===== config.mk =====
export PLATFORM = sky130hd
export DESIGN_NAME = mem_stage
export DESIGN_NICKNAME = d
export VERILOG_FILES = /design/src/rtl/mem_stage.sv
export SDC_FILE = /design/constraint.sdc
export NUM_CORES = 1
export LEC_CHECK = 0
export ABC_AREA = 1
export CAP_MARGIN = 40
export CORE_MARGIN = 1
export CORE_UTILIZATION = 49
export DETAILED_ROUTE_END_ITERATION = 8
export DONT_BUFFER_PORTS = 1
export SKIP_CTS_REPAIR_TIMING = 1
export SYNTH_ARGS = -nofsm -noshare
export SYNTH_HDL_FRONTEND = slang
export SYNTH_SLANG_ARGS = --single-unit

===== constraint.sdc =====
create_clock -name clk -period 6.5 [get_ports clk]
set_input_delay 1.625 -clock clk [delete_from_list [all_inputs] [get_ports clk]]
set_output_delay 1.625 -clock clk [all_outputs]
set_load 0.02 [all_outputs]

===== src/rtl/mem_stage.sv =====
`default_nettype none
// ============================================================================
// Module   : mem_stage
// Purpose  : Memory-access stage of the five-stage pipeline. This stage sits
//            directly after the EX/MEM register and does the following:
//            - issues load/store transactions over a req/ack handshake;
//            - stalls the upstream pipeline while a transaction is pending;
//            - produces the MEM/WB pipeline register;
//            - resolves the branch-taken select.
// Revision : 1.0 - initial release
// ----------------------------------------------------------------------------
// Parameters:
//   TIMEOUT             max REQ cycles waiting for dmem_ack (2..255)
// Build option:
//   MEM_ALIGN_CHECK_EN  when defined, an access whose address[1:0] != 0 is
//                       not issued. It is retired as a non-writing
//                       instruction and sets the sticky bus_err flag.
// Ports:
//   clk, rst                        clock, async active-high reset
//   *_ex_mem                        EX/MEM register contents (inputs)
//   dmem_req/we/addr/wdata          registered data-memory request (outputs)
//   dmem_ack, dmem_rdata            data-memory response (inputs)
//   stall_mem                       comb. freeze of PC, IF/ID, ID/EX, EX/MEM
//   pcsrc_mem                       comb. branch taken (branch & zero)
//   *_mem_wb                        MEM/WB register contents (outputs)
//   bus_err                         sticky timeout/alignment error flag
// ============================================================================
module mem_stage #(
  parameter int unsigned TIMEOUT = 64
) (
  input  logic        clk,
  input  logic        rst,
  input  logic        mem_read_ex_mem,
  input  logic        mem_write_ex_mem,
  input  logic        mem_to_reg_ex_mem,
  input  logic        reg_write_ex_mem,
  input  logic        branch_ex_mem,
  input  logic        zero_ex_mem,
  input  logic [4:0]  writebackreg_ex_mem,
  input  logic [31:0] alu_result_ex_mem,
  input  logic [31:0] rt_data_ex_mem,
  output logic        dmem_req,
  output logic        dmem_we,
  output logic [31:0] dmem_addr,
  output logic [31:0] dmem_wdata,
  input  logic        dmem_ack,
  input  logic [31:0] dmem_rdata,
  output logic        stall_mem,
  output logic        pcsrc_mem,
  output logic        reg_write_mem_wb,
  output logic        mem_to_reg_mem_wb,
  output logic [4:0]  writebackreg_mem_wb,
  output logic [31:0] alu_result_mem_wb,
  output logic [31:0] mem_data_mem_wb,
  output logic        bus_err
);

  typedef enum logic [0:0] {
    IDLE = 1'b0,
    REQ  = 1'b1
  } state_t;

  localparam logic [7:0] TMO_LAST = 8'(TIMEOUT - 1);

  state_t     state;
  logic [7:0] tmo_cnt;
  logic       access;
  logic       misaligned;
  logic       tmo_hit;

  // A simultaneous read and write is treated as a store; dmem_we is taken
  // straight from mem_write_ex_mem, which gives that priority.
  assign access  = mem_read_ex_mem | mem_write_ex_mem;
  assign tmo_hit = (tmo_cnt == TMO_LAST);

`ifdef MEM_ALIGN_CHECK_EN
  assign misaligned = (alu_result_ex_mem[1:0] != 2'b00);
`else
  assign misaligned = 1'b0;
`endif

  // Branch select is independent of any memory stall.
  assign pcsrc_mem = branch_ex_mem & zero_ex_mem;

  // The stall drops in the completing (ack) or aborting cycle. This lets
  // EX/MEM advance on the same edge that MEM/WB captures the result.
  always_comb begin
    stall_mem = 1'b0;
    case (state)
      IDLE:    stall_mem = access & ~misaligned;
      REQ:     stall_mem = ~dmem_ack & ~tmo_hit;
      default: stall_mem = 1'b0;
    endcase
  end

  always_ff @(posedge clk or posedge rst) begin
    if (rst) begin
      state               <= IDLE;
      tmo_cnt             <= 8'd0;
      dmem_req            <= 1'b0;
      dmem_we             <= 1'b0;
      dmem_addr           <= 32'd0;
      dmem_wdata          <= 32'd0;
      reg_write_mem_wb    <= 1'b0;
      mem_to_reg_mem_wb   <= 1'b0;
      writebackreg_mem_wb <= 5'd0;
      alu_result_mem_wb   <= 32'd0;
      mem_data_mem_wb     <= 32'd0;
      bus_err             <= 1'b0;
    end else begin
      case (state)
        IDLE: begin
          if (access && !misaligned) begin
            // Launch the transaction; MEM/WB takes a bubble while stalled.
            dmem_req          <= 1'b1;
            dmem_we           <= mem_write_ex_mem;
            dmem_addr         <= alu_result_ex_mem;
            dmem_wdata        <= rt_data_ex_mem;
            tmo_cnt           <= 8'd0;
            state             <= REQ;
            reg_write_mem_wb  <= 1'b0;
            mem_to_reg_mem_wb <= 1'b0;
          end else if (access) begin
            // Misaligned access: retire without writing a register.
            reg_write_mem_wb    <= 1'b0;
            mem_to_reg_mem_wb   <= mem_to_reg_ex_mem;
            writebackreg_mem_wb <= writebackreg_ex_mem;
            alu_result_mem_wb   <= alu_result_ex_mem;
            mem_data_mem_wb     <= 32'd0;
            bus_err             <= 1'b1;
          end else begin
            reg_write_mem_wb    <= reg_write_ex_mem;
            mem_to_reg_mem_wb   <= mem_to_reg_ex_mem;
            writebackreg_mem_wb <= writebackreg_ex_mem;
            alu_result_mem_wb   <= alu_result_ex_mem;
            mem_data_mem_wb     <= 32'd0;
          end
        end

        REQ: begin
          if (dmem_ack) begin
            // EX/MEM was frozen, so it still holds the requesting instruction.
            dmem_req            <= 1'b0;
            state               <= IDLE;
            reg_write_mem_wb    <= reg_write_ex_mem;
            mem_to_reg_mem_wb   <= mem_to_reg_ex_mem;
            writebackreg_mem_wb <= writebackreg_ex_mem;
            alu_result_mem_wb   <= alu_result_ex_mem;
            mem_data_mem_wb     <= dmem_we ? 32'd0 : dmem_rdata;
          end else if (tmo_hit) begin
            dmem_req            <= 1'b0;
            state               <= IDLE;
            bus_err             <= 1'b1;
            reg_write_mem_wb    <= 1'b0;
            mem_to_reg_mem_wb   <= mem_to_reg_ex_mem;
            writebackreg_mem_wb <= writebackreg_ex_mem;
            alu_result_mem_wb   <= alu_result_ex_mem;
            mem_data_mem_wb     <= 32'd0;
          end else begin
            tmo_cnt           <= tmo_cnt + 8'd1;
            reg_write_mem_wb  <= 1'b0;
            mem_to_reg_mem_wb <= 1'b0;
          end
        end

        default: state <= IDLE;
      endcase
    end
  end

endmodule
`default_nettype wire


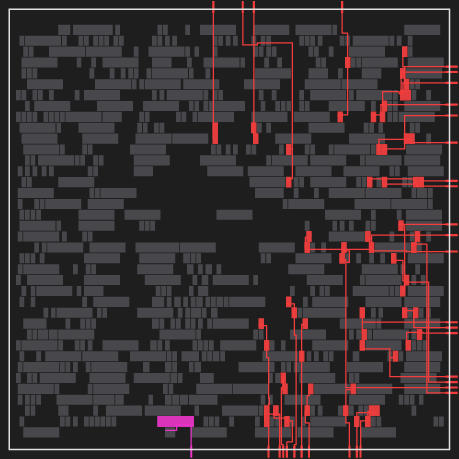
(images/port_trees.png)
(4 px per µm)
| color | port | direction | end cells | buffers | wire |
|---|---|---|---|---|---|
| magenta | bus_err | output | 1 | 0 | 13.9 µm |
| red | alu_result_ex_mem | input | 64 | 0 | 873 µm |

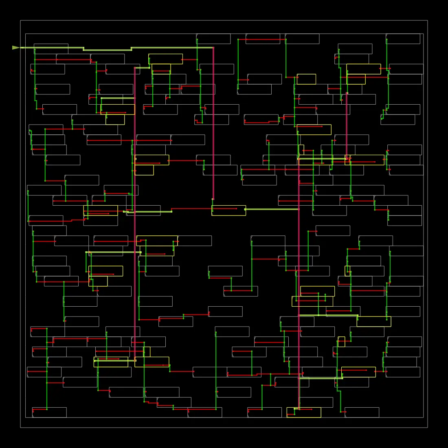
(images/clock_nets.png)
post-route clock skew: 0.00600 ns
CTS buffer count: 17

==> impl.org <==
#+TITLE: Physical design notes

** Final timing
- Number of hold-slack violations in the final timing report :: 0
- Setup total negative slack on the finished layout was measured at 0 ns.
- The routed design could run at a clock period as short as 3.67 ns.
- Normalized max-slew margin :: 0.488

** Drt
- According to the report, the first pass of detailed routing completed in 6 iterations.

** Global routing
- For met2 alone, demand over resource in global routing was 0.379.
- The initial antenna violation count came to 0.

** Final layout
- The final antenna diode tally reported by the flow is 0.
- Inverters excl. clock :: 13

** Setup path
- Crit-path max FO :: 4
- Cell family with the largest share of critical-path delay :: simple AND/OR/NAND/NOR gates
- Slowest-stage cell, CP :: sky130_fd_sc_hd__nand2_2
- Critical register-to-register path startpoint :: state

** Pwr
- Total power normalized to cell area comes to around 500 mW/mm².
- Power consumed by combinational cells :: 453 µW
- The design draws 3.16 mW.
- The dominant power group in this design is sequential cells.

** Min path
- Hold-critical path endpoint :: tmo_cnt[7]

** Flow run
- Tool warning count :: 26

** Placement
- Buffers placed on the I/O ports in this run total 0.
- The final weighted congestion recorded by global placement is 0.809.

** Run status
- Status :: finished clean

** Floorplan
- The floorplan step records an initial core utilization of 0.513.
## state kept, by name (all words and copies together), names as in the netlist, 5 cells and up
register,flops
alu_result_mem_wb,32
dmem_addr,32
dmem_wdata,32
mem_data_mem_wb,32
tmo_cnt,8
writebackreg_mem_wb,5
## synthesized netlist by cell type
cell / instances
sky130_fd_sc_hd__inv_1: 11
sky130_fd_sc_hd__dfrtp_1: 147
sky130_fd_sc_hd__buf_2: 15
sky130_fd_sc_hd__o21ai_0: 5
sky130_fd_sc_hd__nor2_1: 10
sky130_fd_sc_hd__clkbuf_1: 11
sky130_fd_sc_hd__nand2_1: 432
sky130_fd_sc_hd__nand3_2: 1
sky130_fd_sc_hd__o21ai_4: 1
sky130_fd_sc_hd__ha_1: 1
sky130_fd_sc_hd__inv_2: 2
sky130_fd_sc_hd__o21bai_1: 3
sky130_fd_sc_hd__xor2_1: 1
sky130_fd_sc_hd__buf_6: 2
sky130_fd_sc_hd__nand3_1: 9
sky130_fd_sc_hd__o21ai_1: 2
sky130_fd_sc_hd__nand2_2: 1
## cell families (layout without fill, tap and decap cells)
logic type,Yosys count,in the layout,synth area share
adder cells (fa/ha/maj),1,1,0.00220
buffers and inverters,41,50,0.0330
AND/OR/NAND/NOR,453,453,0.303
XOR/XNOR,1,1,0.00154
AND-OR/OR-AND,11,11,0.0130
flip-flops,147,147,0.647
## layer usage
metal,wire length (µm),vias to the layer above
met3,1580,17
met4,223,0
met5,0,-
li1,-,1967
met1,4940,1892
met2,6600,196
## stage by stage
stage	setup WS, ns	cell area (µm²)	std cells	util
6_report	2.83	6420	803	0.580
5_1_grt	2.80	6420	803	0.580
4_1_cts	2.82	6420	803	0.580
3_5_place_dp	2.83	5830	773	0.527
3_3_place_gp	2.79	5750	769	0.519
2_1_floorplan	0.924	5680	654	-
Power is estimated from default activity; no workload was simulated.
